Run 1, clock wires, drivers and flops:
(1 px per um)
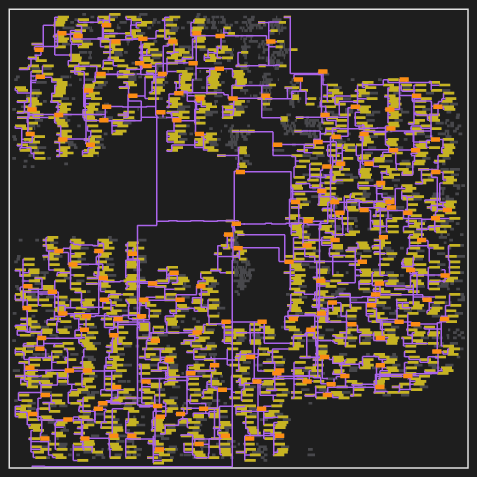
Run 1, met1 routing:
(1 px per um) Supply wires on this layer in gray.
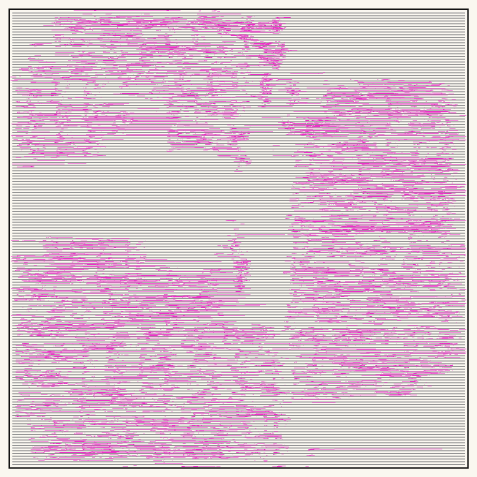
Run 1, signal wires on met3:
(1 px per um) Cells faint in the background.
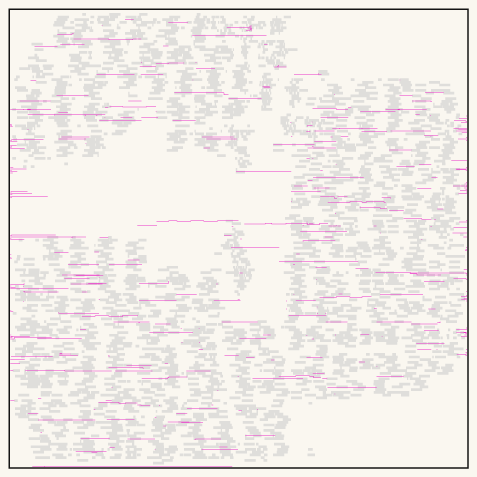
Run 1, clock routing:
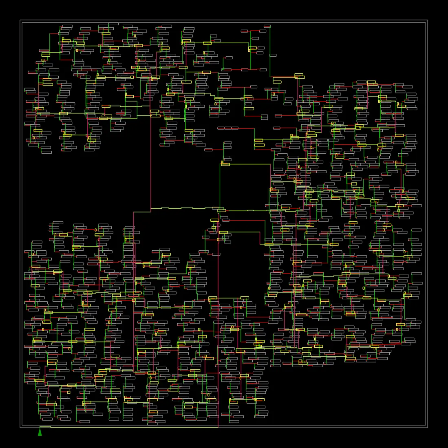
[src/rtl/npu_queue_ctrl_pkg.sv]
// Shared definitions for the NPU queue controller: word width and controller state encoding.
package npu_pkg;

    localparam int WORD_W = 32;

    typedef enum logic [1:0] {
        NPU_IDLE  = 2'd0,
        NPU_CFG   = 2'd1,
        NPU_RUN   = 2'd2,
        NPU_DRAIN = 2'd3
    } npuState_e;

endpackage

[src/rtl/npu_queue_ctrl_if.sv]
// NPU-side handshake bundle: config and input streams toward the NPU, result stream back.
interface npu_queue_ctrl_if;
    import npu_pkg::*;

    logic              cfgValid;
    logic [WORD_W-1:0] cfgData;
    logic              cfgReady;
    logic              inValid;
    logic [WORD_W-1:0] inData;
    logic              inReady;
    logic              outValid;
    logic [WORD_W-1:0] outData;
    logic              outReady;
    logic              busy;

    modport master (
        output cfgValid, cfgData, inValid, inData, outReady,
        input  cfgReady, inReady, outValid, outData, busy
    );

    modport slave (
        input  cfgValid, cfgData, inValid, inData, outReady,
        output cfgReady, inReady, outValid, outData, busy
    );

endinterface

[src/rtl/npu_sync_fifo.sv]
// First-word-fall-through synchronous FIFO; head reads as zero while empty.
module npu_sync_fifo #(
    parameter int WIDTH = 32,
    parameter int DEPTH = 8
) (
    input  logic                     iClk,
    input  logic                     iRst_n,
    input  logic                     iPush,
    input  logic [WIDTH-1:0]         iPushData,
    input  logic                     iPop,
    output logic [WIDTH-1:0]         oHead,
    output logic                     oFull,
    output logic                     oEmpty,
    output logic [$clog2(DEPTH):0]   oCount
);

    localparam int AW = $clog2(DEPTH);
    localparam logic [AW:0] FULL_CNT = (AW+1)'(DEPTH);

    logic [WIDTH-1:0] mem [DEPTH];
    logic [AW-1:0]    wrPtr;
    logic [AW-1:0]    rdPtr;
    logic [AW:0]      count;
    logic             pushOk;
    logic             popOk;

    assign oFull  = (count == FULL_CNT);
    assign oEmpty = (count == '0);
    assign oCount = count;
    assign oHead  = oEmpty ? '0 : mem[rdPtr];

    // A full queue refuses pushes even when a pop frees a slot in the same cycle.
    assign pushOk = iPush & ~oFull;
    assign popOk  = iPop & ~oEmpty;

    always_ff @(posedge iClk) begin
        if (!iRst_n) begin
            wrPtr <= '0;
            rdPtr <= '0;
            count <= '0;
        end else begin
            if (pushOk) wrPtr <= wrPtr + 1'b1;
            if (popOk)  rdPtr <= rdPtr + 1'b1;
            case ({pushOk, popOk})
                2'b10:   count <= count + 1'b1;
                2'b01:   count <= count - 1'b1;
                default: count <= count;
            endcase
        end
    end

    always_ff @(posedge iClk) begin
        if (iRst_n && pushOk) mem[wrPtr] <= iPushData;
    end

endmodule

[src/rtl/npu_queue_ctrl.sv]
// Queues config/input words toward the NPU and results back, sequencing reconfiguration and pipeline stalls.
module npu_queue_ctrl
    import npu_pkg::*;
#(
    parameter int CFG_DEPTH = 8,
    parameter int IN_DEPTH  = 16,
    parameter int OUT_DEPTH = 16
) (
    input  logic              iClk,
    input  logic              iRst_n,
    input  logic              iNpuConfigWe,
    input  logic [WORD_W-1:0] iNpuConfigFifo,
    input  logic              iNpuDataWe,
    input  logic [WORD_W-1:0] iNpuDataFifo,
    input  logic              iNpuDataRe,
    output logic [WORD_W-1:0] oNpuDataFifo,
    output logic              oStall,
    npu_queue_ctrl_if.master  npuIf,
    output logic [1:0]        oState
);

    localparam int CFG_AW = $clog2(CFG_DEPTH);
    localparam int IN_AW  = $clog2(IN_DEPTH);
    localparam int OUT_AW = $clog2(OUT_DEPTH);
    localparam logic [CFG_AW:0] CFG_ONE      = (CFG_AW+1)'(1);
    localparam logic [IN_AW:0]  IN_FULL_CNT  = (IN_AW+1)'(IN_DEPTH);
    localparam logic [OUT_AW:0] OUT_FULL_CNT = (OUT_AW+1)'(OUT_DEPTH);

    npuState_e state, stateNext;

    logic [WORD_W-1:0] cfgHead, inHead, outHead;
    logic              cfgFull, cfgEmpty, inFull, inEmpty, outFull, outEmpty;
    logic [CFG_AW:0]   cfgCount;
    logic [IN_AW:0]    inCount;
    logic [OUT_AW:0]   outCount;
    logic              cfgValid, inValid;
    logic              cfgPush, inPush, outPop;
    logic              cfgHs, inHs, outHs;

    assign oStall = iRst_n & ((iNpuConfigWe & cfgFull) |
                              (iNpuDataWe   & inFull)  |
                              (iNpuDataRe   & outEmpty));

    assign cfgPush = iNpuConfigWe & ~oStall;
    assign inPush  = iNpuDataWe   & ~oStall;
    assign outPop  = iNpuDataRe   & ~outEmpty & ~oStall;

    assign cfgHs = cfgValid & npuIf.cfgReady;
    assign inHs  = inValid  & npuIf.inReady;
    assign outHs = npuIf.outValid & ~outFull;

    assign npuIf.cfgValid = cfgValid;
    assign npuIf.cfgData  = cfgHead;
    assign npuIf.inValid  = inValid;
    assign npuIf.inData   = inHead;
    assign npuIf.outReady = ~outFull;
    assign oNpuDataFifo   = iRst_n ? outHead : '0;
    assign oState         = state;

    npu_sync_fifo #(.WIDTH(WORD_W), .DEPTH(CFG_DEPTH)) uCfgFifo (
        .iClk(iClk), .iRst_n(iRst_n),
        .iPush(cfgPush), .iPushData(iNpuConfigFifo), .iPop(cfgHs),
        .oHead(cfgHead), .oFull(cfgFull), .oEmpty(cfgEmpty), .oCount(cfgCount)
    );

    npu_sync_fifo #(.WIDTH(WORD_W), .DEPTH(IN_DEPTH)) uInFifo (
        .iClk(iClk), .iRst_n(iRst_n),
        .iPush(inPush), .iPushData(iNpuDataFifo), .iPop(inHs),
        .oHead(inHead), .oFull(inFull), .oEmpty(inEmpty), .oCount(inCount)
    );

    npu_sync_fifo #(.WIDTH(WORD_W), .DEPTH(OUT_DEPTH)) uOutFifo (
        .iClk(iClk), .iRst_n(iRst_n),
        .iPush(outHs), .iPushData(npuIf.outData), .iPop(outPop),
        .oHead(outHead), .oFull(outFull), .oEmpty(outEmpty), .oCount(outCount)
    );

    always_ff @(posedge iClk) begin
        if (!iRst_n) state <= NPU_IDLE;
        else         state <= stateNext;
    end

    // Valids are held low during reset so no handshake can complete in the reset cycle.
    always_comb begin
        stateNext = state;
        cfgValid  = 1'b0;
        inValid   = 1'b0;
        case (state)
            NPU_IDLE: begin
                if (!cfgEmpty)     stateNext = NPU_CFG;
                else if (!inEmpty) stateNext = NPU_RUN;
            end
            NPU_CFG: begin
                cfgValid = iRst_n & ~cfgEmpty;
                if ((cfgCount == CFG_ONE) && cfgHs && !cfgPush) stateNext = NPU_RUN;
            end
            NPU_RUN: begin
                inValid = iRst_n & ~inEmpty;
                if (!cfgEmpty)                        stateNext = NPU_DRAIN;
                else if (inEmpty && !npuIf.busy)      stateNext = NPU_IDLE;
            end
            NPU_DRAIN: begin
                inValid = iRst_n & ~inEmpty;
                if (inEmpty && !npuIf.busy) stateNext = NPU_CFG;
            end
            default: stateNext = NPU_IDLE;
        endcase
    end

    always_ff @(posedge iClk) begin
        if (iRst_n) begin
            assert (inCount <= IN_FULL_CNT && outCount <= OUT_FULL_CNT);
        end
    end

endmodule

[src/flat_wrapper.sv]
// flat-port wrapper written by rule: the top's interface ports become plain ports
module npu_queue_ctrl_flat import npu_pkg::*;
#(
    parameter int CFG_DEPTH = 8,
    parameter int IN_DEPTH  = 16,
    parameter int OUT_DEPTH = 16
)
  (iClk, iRst_n, iNpuConfigWe, iNpuConfigFifo, iNpuDataWe, iNpuDataFifo, iNpuDataRe, oNpuDataFifo, oStall, oState, npuIf_cfgValid, npuIf_cfgData, npuIf_inValid, npuIf_inData, npuIf_outReady, npuIf_cfgReady, npuIf_inReady, npuIf_outValid, npuIf_outData, npuIf_busy);
  npu_queue_ctrl_if npuIf_i ();
  input  logic iClk;
  input  logic iRst_n;
  input  logic iNpuConfigWe;
  input  logic [WORD_W-1:0] iNpuConfigFifo;
  input  logic iNpuDataWe;
  input  logic [WORD_W-1:0] iNpuDataFifo;
  input  logic iNpuDataRe;
  output logic [WORD_W-1:0] oNpuDataFifo;
  output logic oStall;
  output logic [1:0] oState;
  output wire logic [$bits(npuIf_i.cfgValid)-1:0] npuIf_cfgValid;
  output wire logic [$bits(npuIf_i.cfgData)-1:0] npuIf_cfgData;
  output wire logic [$bits(npuIf_i.inValid)-1:0] npuIf_inValid;
  output wire logic [$bits(npuIf_i.inData)-1:0] npuIf_inData;
  output wire logic [$bits(npuIf_i.outReady)-1:0] npuIf_outReady;
  input wire logic [$bits(npuIf_i.cfgReady)-1:0] npuIf_cfgReady;
  input wire logic [$bits(npuIf_i.inReady)-1:0] npuIf_inReady;
  input wire logic [$bits(npuIf_i.outValid)-1:0] npuIf_outValid;
  input wire logic [$bits(npuIf_i.outData)-1:0] npuIf_outData;
  input wire logic [$bits(npuIf_i.busy)-1:0] npuIf_busy;
  assign npuIf_cfgValid = npuIf_i.cfgValid;
  assign npuIf_cfgData = npuIf_i.cfgData;
  assign npuIf_inValid = npuIf_i.inValid;
  assign npuIf_inData = npuIf_i.inData;
  assign npuIf_outReady = npuIf_i.outReady;
  assign npuIf_i.cfgReady = npuIf_cfgReady;
  assign npuIf_i.inReady = npuIf_inReady;
  assign npuIf_i.outValid = npuIf_outValid;
  assign npuIf_i.outData = npuIf_outData;
  assign npuIf_i.busy = npuIf_busy;
  npu_queue_ctrl #(.CFG_DEPTH(CFG_DEPTH), .IN_DEPTH(IN_DEPTH), .OUT_DEPTH(OUT_DEPTH)) u_core (.iClk(iClk), .iRst_n(iRst_n), .iNpuConfigWe(iNpuConfigWe), .iNpuConfigFifo(iNpuConfigFifo), .iNpuDataWe(iNpuDataWe), .iNpuDataFifo(iNpuDataFifo), .iNpuDataRe(iNpuDataRe), .oNpuDataFifo(oNpuDataFifo), .oStall(oStall), .npuIf(npuIf_i), .oState(oState));
endmodule
[config.mk]
export PLATFORM = sky130hd
export DESIGN_NAME = npu_queue_ctrl_flat
export DESIGN_NICKNAME = d
export VERILOG_FILES = /design/src/rtl/npu_queue_ctrl_pkg.sv /design/src/rtl/npu_queue_ctrl_if.sv /design/src/rtl/npu_sync_fifo.sv /design/src/rtl/npu_queue_ctrl.sv /design/src/flat_wrapper.sv
export SDC_FILE = /design/constraint.sdc
export NUM_CORES = 1
export LEC_CHECK = 0
export CORE_MARGIN = 2
export CORE_UTILIZATION = 25
export DETAILED_ROUTE_END_ITERATION = 6
export HOLD_SLACK_MARGIN = 0.06
export PLACE_DENSITY = 0.38
export SLEW_MARGIN = 20
export SYNTH_ARGS = -nofsm -noshare
export SYNTH_HDL_FRONTEND = slang
export SYNTH_SLANG_ARGS = --single-unit
export TNS_END_PERCENT = 30
[constraint.sdc]
create_clock -name iClk -period 8.7 [get_ports iClk]
set_input_delay 2.175 -clock iClk [delete_from_list [all_inputs] [get_ports iClk]]
set_output_delay 2.175 -clock iClk [all_outputs]
set_load 0.01 [all_outputs]
==> reports/results.txt, run 1 <==
Place WS -> 2.659 ns
Biggest area consumer among synthesized cells -> edfxtp_1
Slack of the critical path -> 2.307 ns
Leak pwr -> 0.01864 uW
Endpoint class of the critical path -> primary output
Top-area cell share -> 74.87%
Post-Synthesis Mean Instance Area -> 23.00 um^2
Drt first pass iters -> 4
M2 GR Usage -> 22.22%
Biggest regs -> u_core.uInFifo.mem: 512 flops, u_core.uOutFifo.mem: 512 flops, u_core.uCfgFifo.mem: 256 flops
Final Max Tran Viols -> 0
Post-cts resize count -> 0
Wire length per cell -> 25.04 um
Synth warnings -> 0
Ant diodes -> 8
Fin. Hold Viols -> 0
Sink Count -> 1,329
Synth cell count leaders -> edfxtp_1 (1,280), mux4_2 (384), and2_1 (58), nor2_1 (58), clkbuf_1 (57)
Fmax -> 156.4 MHz
FF/Latch Area -> 39,450 um^2
CP Launch Type -> register
Power density over cell area -> 256.1 nW/um^2
Max-cap violations -> 0
Main power group -> sequential cells
Clkbuf count -> 201
Area growth from synthesis to final layout -> 21.08%
GRT Total Usage -> 12.78%
Status -> finished, final reports clean
Dominant register cell -> edfxtp_1
Initial antenna violation count -> 20
Filler cells -> 19,738
Most instantiated logic cells after routing -> edfxtp_1 (1,280), mux4_2 (384), clkdlybuf4s50_1 (205)
Seq area share -> 63.47%
Seq pwr -> 7250 uW
Post-Syn Area -> 51,340 um^2
Synth Register Bits -> 1,329
Antenna Nets Post-Route -> 0
Yosys xor share -> 0.3583%
CP endpoint -> npuIf_inData[10]
Top cells by area -> edfxtp_1 (75%), mux4_2 (17%), dfxtp_1 (1.9%)
Distinct lib cells -> 57
Met3 Wirelength -> 5545 um
Compound-Gate Fraction of Synth Area -> 0.6020%
Post-layout util -> 30.41%
Cells on worst reg2reg path -> 14
Worst r2r src -> u_core.uCfgFifo.oCount[0]$_SDFFE_PN0P_
Design area -> 62,160 um^2
Post-DP HPWL -> 68,540 um
Final period demand of the worst path -> 6.393 ns
Critical Path AT -> 4.22 ns
Count of tool warnings -> 36
# placed instances -> 5,062
Seq share, synth -> 76.78%
Clock tree skew after final layout -> 0.03751 ns
Worst Hold Endpoint -> u_core.uCfgFifo.wrPtr[0]$_SDFFE_PN0P_
Normalized max-slew margin -> 27.02%
CP bufs+invs -> 2
Total Power -> 15,920 uW
Syn_nets -> 2,362
Sw Share -> 23.98%
Back to the opening pictures, 'clock wires, drivers and flops':
legend:
  purple:
    item: clock wires
    length: 18,400 um
  yellow:
    item: flip-flops
    count: 1,329
  orange:
    item: clock drivers
    count: 158
routed clock nets: 159
flops lie: widely spread
Clock Power Share: 41.5%
Clock net power: 6600 uW
Skew-Pair Late Insertion Delay: 0.79 ns

Back to the opening pictures, 'met1 routing':
share of all routed wire: 42%
wire length on this layer: 56.6 mm
longest straight run: 116 um
Routed WL: 134,200 um
vias: 23,549
GR Layer Usage met1: 15.85%

Back to the opening pictures, 'signal wires on met3':
nets with wire on the layer: 186
wire length on this layer: 5,550 um
longest straight run: 188 um
met3 Use GR: 2.632%

Back to the opening pictures, 'clock routing':
total CTS buffers: 158
flop count: 1,329

## Run 2: what changed since run 1
--- a/config.mk
+++ b/config.mk
@@ -9,7 +9,7 @@
 export CORE_UTILIZATION = 25
 export DETAILED_ROUTE_END_ITERATION = 6
 export HOLD_SLACK_MARGIN = 0.06
-export PLACE_DENSITY = 0.38
+export PLACE_DENSITY = 0.39
 export SLEW_MARGIN = 20
 export SYNTH_ARGS = -nofsm -noshare
 export SYNTH_HDL_FRONTEND = slang
==> constraint.sdc (replaced) <==
create_clock -name iClk -period 5.5 [get_ports iClk]
set_input_delay 1.375 -clock iClk [delete_from_list [all_inputs] [get_ports iClk]]
set_output_delay 1.375 -clock iClk [all_outputs]
set_load 0.01 [all_outputs]
==> run 2 against run 1 <==
  * Combinational power is 59% higher
  * Area after synthesis stayed put
  * First-iteration DRC count is 9.2% lower
  * Critical path type unchanged
  * Largest cell class unchanged
==> reports/results.txt, run 2 <==
GR Layer Usage met1 -> 15.85%
Compound-Gate Fraction of Synth Area -> 0.6020%
Critical Path AT -> 3.68 ns
Syn_nets -> 2,362
Wire length per cell -> 24.79 um
# hold bufs at CTS -> 0
Drt first pass iters -> 5
Post-Syn Area -> 51,340 um^2
Biggest area consumer among synthesized cells -> edfxtp_1
FF/Latch Area -> 39,450 um^2
Distinct lib cells -> 57
Slack of the critical path -> 0.4420 ns
Max-cap violations -> 0
Dominant register cell -> edfxtp_1
Sink Count -> 1,329
Post-Synthesis Mean Instance Area -> 23.00 um^2
Final period demand of the worst path -> 5.058 ns
Normalized max-slew margin -> 32.86%
Initial antenna violation count -> 22
Ratio of final minimum period to clock period -> 91.96%
Met3 Use GR -> 2.605%
Hold Path Class -> register to register
Core Rows -> 166
Synth Register Bits -> 1,329
CP endpoint -> npuIf_inData[4]
Power density over cell area -> 394.7 nW/um^2
Met3 Wirelength -> 5314 um
Seq share, synth -> 76.78%
# placed instances -> 5,088
Seq area share -> 63.44%
Post-CTS Setup Bufs -> 0
Seq pwr -> 11,500 uW
Worst r2r src -> u_core.uCfgFifo.oCount[0]$_SDFFE_PN0P_
Worst Hold Endpoint -> u_core.uCfgFifo.wrPtr[0]$_SDFFE_PN0P_
Multiplexer share -> 17.69%
Synth warnings -> 0
Most instantiated logic cells after routing -> edfxtp_1 (1,280), mux4_2 (384), clkdlybuf4s50_1 (205)
Clkbuf count -> 189
Endpoint class of the critical path -> primary output
Post-layout util -> 30.43%
Grt total ovfl -> 0
Routed WL -> 133,000 um
Post-cts resize count -> 0
Leak pwr -> 0.01865 uW
Top cells by area -> edfxtp_1 (75%), mux4_2 (17%), dfxtp_1 (1.9%)
Filler cells -> 19,632
Area growth from synthesis to final layout -> 21.14%
Yosys xor share -> 0.3583%
Count of tool warnings -> 36
Final Max Tran Viols -> 0
Fin. Hold Viols -> 0
CP bufs+invs -> 2
Post-DP HPWL -> 71,760 um
Flop count -> 1,329
Design area -> 62,190 um^2
GRT Total Usage -> 12.66%
Synth cell count leaders -> edfxtp_1 (1,280), mux4_2 (384), and2_1 (58), nor2_1 (58), clkbuf_1 (57)
Place WS -> 0.9426 ns
Fmax -> 197.7 MHz
Total Power -> 24,550 uW
Biggest regs -> u_core.uInFifo.mem: 512 flops, u_core.uOutFifo.mem: 512 flops, u_core.uCfgFifo.mem: 256 flops
M2 GR Usage -> 22.00%
Antenna Nets Post-Route -> 0
Skew-Pair Late Insertion Delay -> 0.79 ns
Top-area cell share -> 74.87%
Status -> finished, final reports clean
Total CTS buffers -> 154
Cells on worst reg2reg path -> 12
Run 2, clock wires, drivers and flops:
(1 px per um)
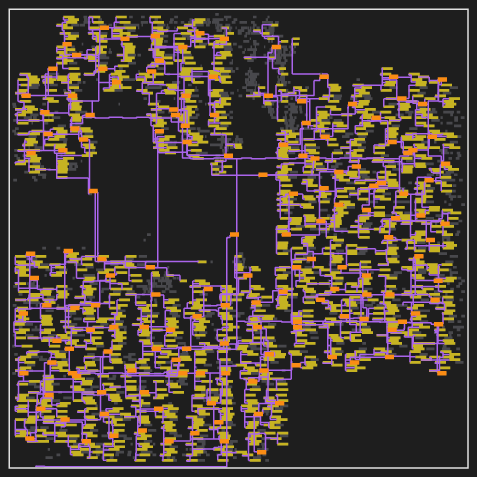
legend:
  purple:
    item: clock wires
    length: 17,900 um
  yellow:
    item: flip-flops
    count: 1,329
  orange:
    item: clock drivers
    count: 154
routed clock nets: 155
Clock net power: 9740 uW
clock tree skew after final layout: 0.02791 ns
Clock Power Share: 39.7%

Run 2, met1 routing:
(1 px per um) Supply wires on this layer in gray.
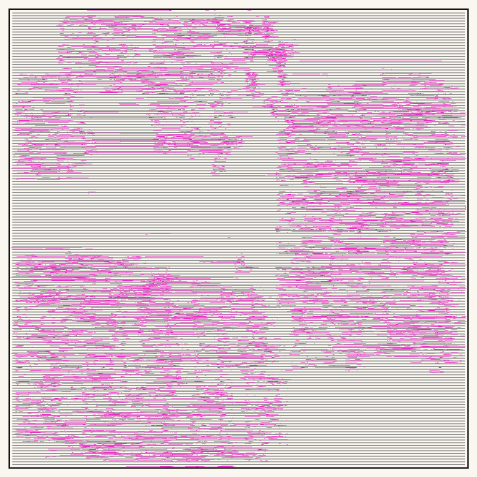

## Run 3: what changed since run 2
--- a/config.mk
+++ b/config.mk
@@ -5,6 +5,7 @@
 export SDC_FILE = /design/constraint.sdc
 export NUM_CORES = 1
 export LEC_CHECK = 0
+export CAP_MARGIN = 5
 export CORE_MARGIN = 2
 export CORE_UTILIZATION = 25
 export DETAILED_ROUTE_END_ITERATION = 6
==> constraint.sdc (replaced) <==
create_clock -name iClk -period 5.5 [get_ports iClk]
set_input_delay 1.1 -clock iClk [delete_from_list [all_inputs] [get_ports iClk]]
set_output_delay 1.1 -clock iClk [all_outputs]
set_load 0.01 [all_outputs]
Run 3, met1 routing:
(1 px per um) Supply wires on this layer in gray.
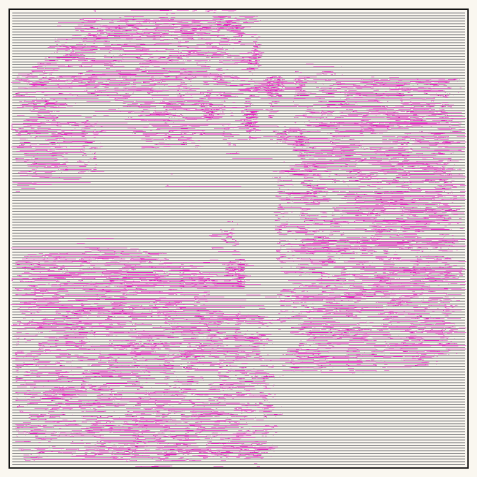
longest straight run: 116 um
nets with wire on the layer: 2,593
vias: 23,767
GR Layer Usage met1: 16.51%
Routed WL: 135,200 um

==> run 3 against run 2 <==
  * First-iteration DRC count increased by 5.0%
  * Cell count rose by 0.17%
  * Area after synthesis did not move
  * Clock power grew 4%
  * Sequential share of layout area shrank 0.17 points
  * Sequential power about the same
  * Hold slack worse by 0.0040 ns
  * Via count is 0.47% higher
  * Critical path type unchanged
  * Largest cell class unchanged
  * Highest routed layer unchanged
==> reports/results.txt, run 3 <==
Wire length per cell -> 25.15 um
Total Power -> 24,890 uW
Met3 Use GR -> 2.678%
Normalized max-slew margin -> 33.64%
Ratio of final minimum period to clock period -> 87.83%
Compound-Gate Fraction of Synth Area -> 0.6020%
Skew-Pair Late Insertion Delay -> 0.83 ns
Power density over cell area -> 399.1 nW/um^2
Place WS -> 1.108 ns
CP Launch Type -> register
Post-CTS Setup Bufs -> 0
M2 GR Usage -> 21.81%
Met3 Wirelength -> 5462 um
Final period demand of the worst path -> 4.831 ns
Total CTS buffers -> 156
Top cells by area -> edfxtp_1 (75%), mux4_2 (17%), dfxtp_1 (1.9%)
Combinational share of cell area -> 18.48%
Clock net power -> 10,100 uW
Fin nets -> 2,689
Synth Register Bits -> 1,329
Cells on worst reg2reg path -> 14
Top-area cell share -> 74.87%
Seq pwr -> 11,500 uW
Post-DP HPWL -> 72,830 um
Dominant register cell -> edfxtp_1
FF/Latch Area -> 39,460 um^2
# hold bufs at CTS -> 0
Init Core Util -> 25.12%
Fin. Hold Viols -> 0
Drt first pass iters -> 5
Worst Hold Endpoint -> u_core.uCfgFifo.wrPtr[0]$_SDFFE_PN0P_
H-tree levels -> 4
Post-cts resize count -> 0
Core Rows -> 166
Critical path class -> register to primary output
Area growth from synthesis to final layout -> 21.47%
Met2 Routed Length -> 67,630 um
Critical path depth -> 5
Hold Path Class -> register to register
Status -> finished, final reports clean
CP bufs+invs -> 2
Post-Syn Area -> 51,340 um^2
Endpoint class of the critical path -> primary output
Plain + repair buffers -> 283
Clock tree skew after final layout -> 0.04873 ns
Max-cap violations -> 0
Ant diodes -> 7
Final Max Tran Viols -> 0
Mapped Cells -> 2,232
Design area -> 62,360 um^2
Post-Synthesis Mean Instance Area -> 23.00 um^2
Worst r2r src -> u_core.uCfgFifo.oCount[0]$_SDFFE_PN0P_
Critical Path AT -> 3.73 ns
Flop count -> 1,329
Synth warnings -> 0
Seq area share -> 63.27%
Clock Power Share -> 40.5%
Vias in the first global route -> 25,985
Synth cell count leaders -> edfxtp_1 (1,280), mux4_2 (384), and2_1 (58), nor2_1 (58), clkbuf_1 (57)
Most instantiated logic cells after routing -> edfxtp_1 (1,280), mux4_2 (384), clkdlybuf4s50_1 (205)
Main power group -> sequential cells
Grt total ovfl -> 0
Total combinational power -> 3340 uW
Clkbuf count -> 190
Biggest regs -> u_core.uInFifo.mem: 512 flops, u_core.uOutFifo.mem: 512 flops, u_core.uCfgFifo.mem: 256 flops
# placed instances -> 5,089
Worst-Margin Slew -> 0.9955 ns
Post-layout util -> 30.51%
Sw Share -> 24.74%
Leak pwr -> 0.01873 uW
Antenna Nets Post-Route -> 0
Basic Gates by Area -> 2.756%
Delay-heaviest family, CP -> multiplexers
Seq share, synth -> 76.78%
Layout cells sized above 1 -> 27.53%
Core Area -> 204,400 um^2
Yosys xor share -> 0.3583%
Initial antenna violation count -> 20
Distinct lib cells -> 57
CP endpoint -> npuIf_inData[7]
Slack of the critical path -> 0.6695 ns
Multiplexer share -> 17.69%
GRT Total Usage -> 12.87%
Filler cells -> 19,737
Fmax -> 207.0 MHz
Sink Count -> 1,329
Count of tool warnings -> 36
Biggest area consumer among synthesized cells -> edfxtp_1
Syn_nets -> 2,362
Slowest cell on crit path -> dfxtp_4
Power is estimated from default activity; no workload was simulated.
